==> images/metal_density.png <==
The die is cut into 37 by 28 equal tiles; white is low, dark blue is high, scaled to the fullest tile. Values are wire area over tile area, all layers added.
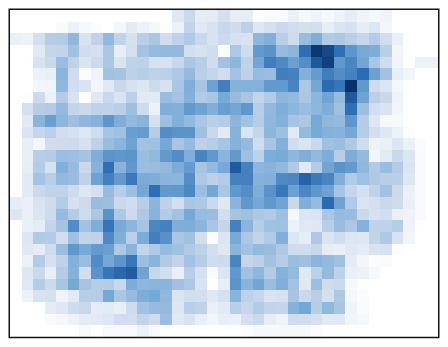
==> images/clocks.png <==
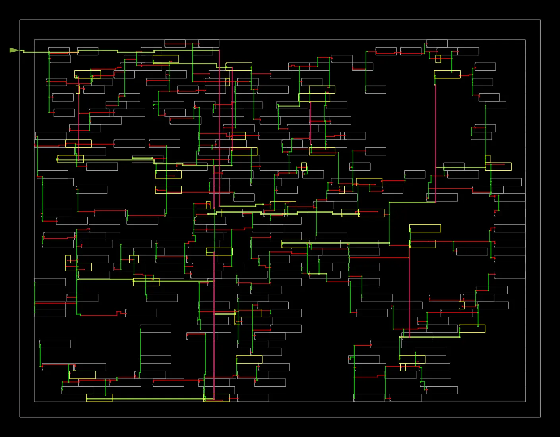
[src/rtl/c16_snd.sv]
// Write-only sound peripheral for the c16 CPU: per-voice square/noise tone
// generators stepped at the sample rate and mixed into one signed PCM sample.
module c16_snd #(
    parameter int VOICES     = 4,
    parameter int SAMPLE_DIV = 1134
) (
    input  logic        clk,
    input  logic        reset,
    input  logic        snd_wen,
    input  logic [1:0]  w_param,
    input  logic [10:0] w_index,
    input  logic [15:0] w_val,
    output logic [15:0] sample_out,
    output logic        sample_valid
);

    localparam int DIV_W = $clog2(SAMPLE_DIV);
    localparam int IDX_W = (VOICES > 1) ? $clog2(VOICES) : 1;

    localparam logic [1:0] P_PERIOD = 2'd0;
    localparam logic [1:0] P_VOL    = 2'd1;
    localparam logic [1:0] P_CTRL   = 2'd2;
    localparam logic [1:0] P_MASTER = 2'd3;

    typedef enum logic [1:0] {S_IDLE, S_ACC, S_OUT} state_t;

    state_t state, state_nx;

    logic [DIV_W-1:0]  div;
    logic              tick;
    logic [15:0]       period [VOICES];
    logic [15:0]       phase  [VOICES];
    logic [3:0]        vol    [VOICES];
    logic [VOICES-1:0] en, noise, level;
    logic [3:0]        master_att;
    logic [15:0]       lfsr;
    logic              lfsr_fb;
    logic              voice_wr;

    logic [IDX_W-1:0]  idx;
    logic              last_voice;
    logic signed [16:0] acc, acc_sum, contrib, mag;

    assign tick     = (div == DIV_W'(SAMPLE_DIV - 1));
    // Right-shifting Fibonacci form: taps 16,14,13,11 land on bits 0,2,3,5.
    assign lfsr_fb  = lfsr[0] ^ lfsr[2] ^ lfsr[3] ^ lfsr[5];
    assign voice_wr = snd_wen && (w_param != P_MASTER) && (w_index[10:2] == '0)
                      && (32'(w_index[1:0]) < VOICES);

    // NOTE: sequential state uses non-blocking assignments so every flop samples pre-edge values.
    always_ff @(posedge clk) begin
        if (reset) begin
            div <= '0;
        end else if (tick) begin
            div <= '0;
        end else begin
            div <= div + DIV_W'(1);
        end
    end

    always_ff @(posedge clk) begin
        if (reset) begin
            // NOTE: the voice arrays are a handful of flops, not RAM, so resetting them is cheap and required.
            for (int v = 0; v < VOICES; v++) begin
                period[v] <= '0;
                phase[v]  <= '0;
                vol[v]    <= '0;
            end
            en         <= '0;
            noise      <= '0;
            level      <= '1;
            master_att <= '0;
            lfsr       <= 16'hACE1;
        end else begin
            if (tick) begin
                lfsr <= {lfsr_fb, lfsr[15:1]};
            end
            if (snd_wen && w_param == P_MASTER) begin
                master_att <= w_val[3:0];
            end
            for (int v = 0; v < VOICES; v++) begin
                // A period write in the tick cycle owns phase/level for that voice.
                if (tick && en[v] && period[v] != '0 &&
                    !(voice_wr && w_param == P_PERIOD && w_index[1:0] == 2'(v))) begin
                    if (phase[v] == period[v] - 16'd1) begin
                        phase[v] <= '0;
                        level[v] <= noise[v] ? lfsr[0] : ~level[v];
                    end else begin
                        phase[v] <= phase[v] + 16'd1;
                    end
                end
                if (voice_wr && w_index[1:0] == 2'(v)) begin
                    case (w_param)
                        P_PERIOD: begin
                            period[v] <= w_val;
                            phase[v]  <= '0;
                            level[v]  <= 1'b1;
                        end
                        P_VOL:    vol[v] <= w_val[3:0];
                        P_CTRL: begin
                            en[v]    <= w_val[0];
                            noise[v] <= w_val[1];
                        end
                        default: ;
                    endcase
                end
            end
        end
    end

    assign mag        = {4'd0, vol[idx], 9'd0};
    assign acc_sum    = acc + contrib;
    assign last_voice = (idx == IDX_W'(VOICES - 1));

    // NOTE: combinational outputs get a default first so no path can infer a latch.
    always_comb begin
        contrib = '0;
        if (en[idx] && period[idx] != '0 && vol[idx] != '0) begin
            contrib = level[idx] ? mag : -mag;
        end
    end

    always_ff @(posedge clk) begin
        if (reset) begin
            state <= S_IDLE;
        end else begin
            state <= state_nx;
        end
    end

    always_comb begin
        state_nx     = state;
        sample_valid = 1'b0;
        case (state)
            S_IDLE: if (tick) state_nx = S_ACC;
            S_ACC:  if (last_voice) state_nx = S_OUT;
            S_OUT: begin
                sample_valid = 1'b1;
                state_nx     = S_IDLE;
            end
            default: state_nx = S_IDLE;
        endcase
    end

    // Voices are summed one per cycle from live registers, so a write lands mid-mix.
    always_ff @(posedge clk) begin
        if (reset) begin
            acc        <= '0;
            idx        <= '0;
            sample_out <= '0;
        end else begin
            case (state)
                S_IDLE: if (tick) begin
                    acc <= '0;
                    idx <= '0;
                end
                S_ACC: begin
                    acc <= acc_sum;
                    idx <= idx + IDX_W'(1);
                    if (last_voice) begin
                        sample_out <= 16'(acc_sum >>> master_att);
                    end
                end
                default: ;
            endcase
        end
    end

endmodule

[config.mk]
export PLATFORM = sky130hd
export DESIGN_NAME = c16_snd
export DESIGN_NICKNAME = d
export VERILOG_FILES = /design/src/rtl/c16_snd.sv
export SDC_FILE = /design/constraint.sdc
export NUM_CORES = 1
export LEC_CHECK = 0
export ABC_CLOCK_PERIOD_IN_PS = 4200
export CORE_ASPECT_RATIO = 0.75
export CORE_MARGIN = 5
export CORE_UTILIZATION = 56
export DETAILED_ROUTE_END_ITERATION = 10
export PLACE_DENSITY = 0.74
export SLEW_MARGIN = 15
export SYNTH_ARGS = -nofsm -noshare
export SYNTH_HDL_FRONTEND = slang
export SYNTH_SLANG_ARGS = --single-unit
[constraint.sdc]
create_clock -name clk -period 4.2 [get_ports clk]
set_input_delay 0.84 -clock clk [delete_from_list [all_inputs] [get_ports clk]]
set_output_delay 0.84 -clock clk [all_outputs]
set_load 0.1 [all_outputs]
==> impl_metrics.ini <==
; synthesis and place-and-route metrics
[final_timing]
setup_violations = 0
slew_headroom_pct = 29.05
timing.setup.tns_ns = 0
worstMarginPinSlew_ns = 1.062
fmax_mhz = 243.4
finalCritPeriodShare_pct = 97.83
hold_viol_final = 0
worst_slack_ns = 0.09128
rsz0062_at_grt = true
slew_viol_final = 0
fin_crit_ns = 4.109
finalClockSkew_ns = 0.02373

[synthesis]
yosysTopAreaCell = edfxtp_1
adder_share_pct = 2.132
ys_cells = 1315
syn_inst = 1315
synthArstFlopShare_pct = 0
ys_top_logic_family = simple AND/OR/NAND/NOR gates
syn_avg_cell_area_um2 = 9.638
syn_area_mm2 = 0.01267
mux_share_pct = 4.196
top_cell_area_share_pct = 34.12
synthFlopType = edfxtp_1
aoi_share_pct = 9.843
yosysWarnings = 0
syn-num-nets = 1368
yosys.area_share.simple_pct = 24.54
edf_count = 144
ys_sh_xor_pct = 10.22
top_cells_by_area = edfxtp_1, dfxtp_1, xnor2_1
synth_flops = 217
ys_area_mm2 = 0.01267
seq_area_frac_synth_pct = 45.65
common_cells = nor2_1, edfxtp_1, nand2_1
synth_cell_types = 76
top_cell = nor2_1

[global_route]
grt_pass1_wl_um = 49600
use_met2_pct = 34.66
antenna_found_initial = 0
top_usage_layer = met1
grt_max_degree = 39
grtUsageMet3_pct = 4.173
use_met1_pct = 35.30
grt.overflow.total = 0
grt_pass1_vias = 9492

[die]
die_h_um = 140.3
ios = 49
fp_util_pct = 57.16
die_w_um = 183.7
num_rows = 47
die-area_mm2 = 0.02577
core_mm2 = 0.02217

[finish]
antenna_cells = 0
layout-drive-gt1-share_pct = 14.67
fin_util_pct = 68.01
synthToLayoutAreaGrowth_pct = 18.97
final_nets = 1480

[setup_path]
timing.critical_path.mode_cell = nor2_1
slowest_delay_ns = 0.56
worstSetupEndpointType = flip-flop
worstPathMaxFanout = 4
arrival_ns = 4.46
path_cells = or4_4 > nor4_4 > a221oi_2 > o211ai_2 > nor2_1 > ha_2 > fa_2 > a211oi_4 > or4b_4 > nand3_2 > mux4_2 > nor2_1 > nor2_1 > nand2_1 > a311oi_1
start_kind = flip-flop
path_class = flip-flop to flip-flop
cp_data_required_time_ns = 4.55
slowest_stage = or4_4

[run]
tool_warnings = 28
max_cap_violations = 0

[worst_hold_path]
worstHoldPathType = flip-flop to flip-flop

[placed_design]
gp_congestion = 0.9083
port_buffers = 48
hpwl_um = 21460
pre_cts_ws_ns = -0.05974

[routing]
antenna_left = 0
dr.pass1.iters = 6
wl_per_cell_um = 17.85
drt_iter0_markers = 1123
via_per_inst = 5.879
drcViolationCount = 0

[clock_tree]
clock-sinks = 217
cts_max_level = 1
clk_pin_slew_ns = 0.07
cts_tree = yes
cts_max_path_buffers = 3
root_buffer = clkbuf_16

[run_status]
outcome = completed

[power_and_ir_drop]
ir_drop_uv = 274.8
p_leak_uw = 0.005436
power.density_mw_per_mm2 = 337.9
-- metal_density.png (at the start) --
emptiest ninth of the die: south-east
mean over tiles: 0.19
tiles over half the peak: 14%
nearly empty tiles: 16%
fullest tile: 0.72
GRT Total Usage: 23.16%
WL final: 31,040 um
via count: 10,220

-- clocks.png (at the start) --
TritonCTS Buffers: 24
Clk power: 2240 uW
clk_lat worst skew: 0.53 ns

==> metal layers <==
metal	share of wire (%)	vias up
met5	0	-
met2	44	338
met1	47	4884
met3	6.8	49
li1	-	4953
met4	2.2	0
==> critical path, delay by kind of cell, from the launching register on <==
| family | cells | cell delay (ns) |
|---|---|---|
| AOI/OAI and AO/OA | 4 | 0.77 |
| adders and majority gates | 2 | 0.63 |
| DFF | 1 | 0.41 |
| muxes | 1 | 0.52 |
| and+or+nand+nor | 8 | 1.58 |
==> flip-flops by register name, summed over array words and instances, names as in the netlist, named ones only <==
| signal | flops |
|---|---|
| period | 64 |
| phase | 64 |
| lfsr | 16 |
| sample_out | 16 |
| vol | 16 |
| div | 11 |
| acc | 8 |
| en | 4 |
| level | 4 |
| master_att | 4 |
| noise | 4 |
| idx | 2 |
| state | 2 |
==> worst paths after layout <==
check               startpoint             to  slack (ns)  depth (start not counted)
setup / recovery  period[1][5]  sample_out[8]        0.09                         15
hold / removal         lfsr[9]        lfsr[8]        0.45                          2
setup reg to reg  period[1][5]  sample_out[8]        0.09                         15
hold reg to reg        lfsr[9]        lfsr[8]        0.45                          2
==> placed cells by master, fill, tap and decap left out, drive strengths merged, types with 7 or more instances in the layout <==
cell type      instances
clkdlybuf4s50         47
a22oi                 11
mux2i                 25
nor4b                  7
xnor2                 89
o211ai                13
nor3b                  7
nand3b                 9
edfxtp               144
mux4                   9
o21ai                 25
nand2b                12
mux2                   7
buf                   98
or4                   14
ha                    20
a311oi                 7
nor3                  33
inv                   46
a211oi                14
xor2                  59
dfxtp                 73
nand2                 88
nand4                 20
a21oi                 37
nand3                 58
nor4                  15
o31ai                  7
nor2                 194
and2                  70
and3                  28
or3                   10
nor2b                 15
a31oi                 15
clkbuf                34
==> area by class of cell <==
type	instances	area, um^2
fillers	1699	7093
multi-input cells	994	6700
flip-flops and latches	217	5786
repair buffers	145	1204
clock buffers	34	735.7
well taps	294	367.9
inverters	45	168.9
clock inverters	10	115.1
==> timing repair <==
item | CTS | global route
endpoints found under the setup margin | 14 | 17
pin swaps | 3 | 33
gates resized | 2 | 44
setup buffers | 4 | 11
gates cloned | 0 | 1
hold buffers | 0 | 0
==> power by group <==
part | total [uW] | switching (uW) | internal (uW)
clock network | 2240 | 890 | 1350
registers | 2440 | 93.2 | 2350
logic | 410 | 221 | 190
==> cell families (layout without fill, tap and decap cells) <==
group / count (synthesis) / after routing
fa+ha+maj: 21 / 21
compound gates: 179 / 179
buf+inv: 105 / 234
xor+xnor: 147 / 148
mux: 41 / 41
flops: 217 / 217
simple gates: 605 / 605
==> stage by stage <==
step | instance area (um^2) | cells | total power, uW | hold WS [ns]
after floorplan | 12700 | 1315 | 2718 | 0.4283
after global placement | 13900 | 1680 | 2869 | 0.4376
after detailed placement | 13900 | 1680 | 2882 | 0.4474
after CTS | 14790 | 1728 | 5108 | 0.4607
after global routing | 15080 | 1739 | 5260 | 0.4750
final | 15080 | 1739 | 5094 | 0.4548
Power is estimated from default activity; no workload was simulated.
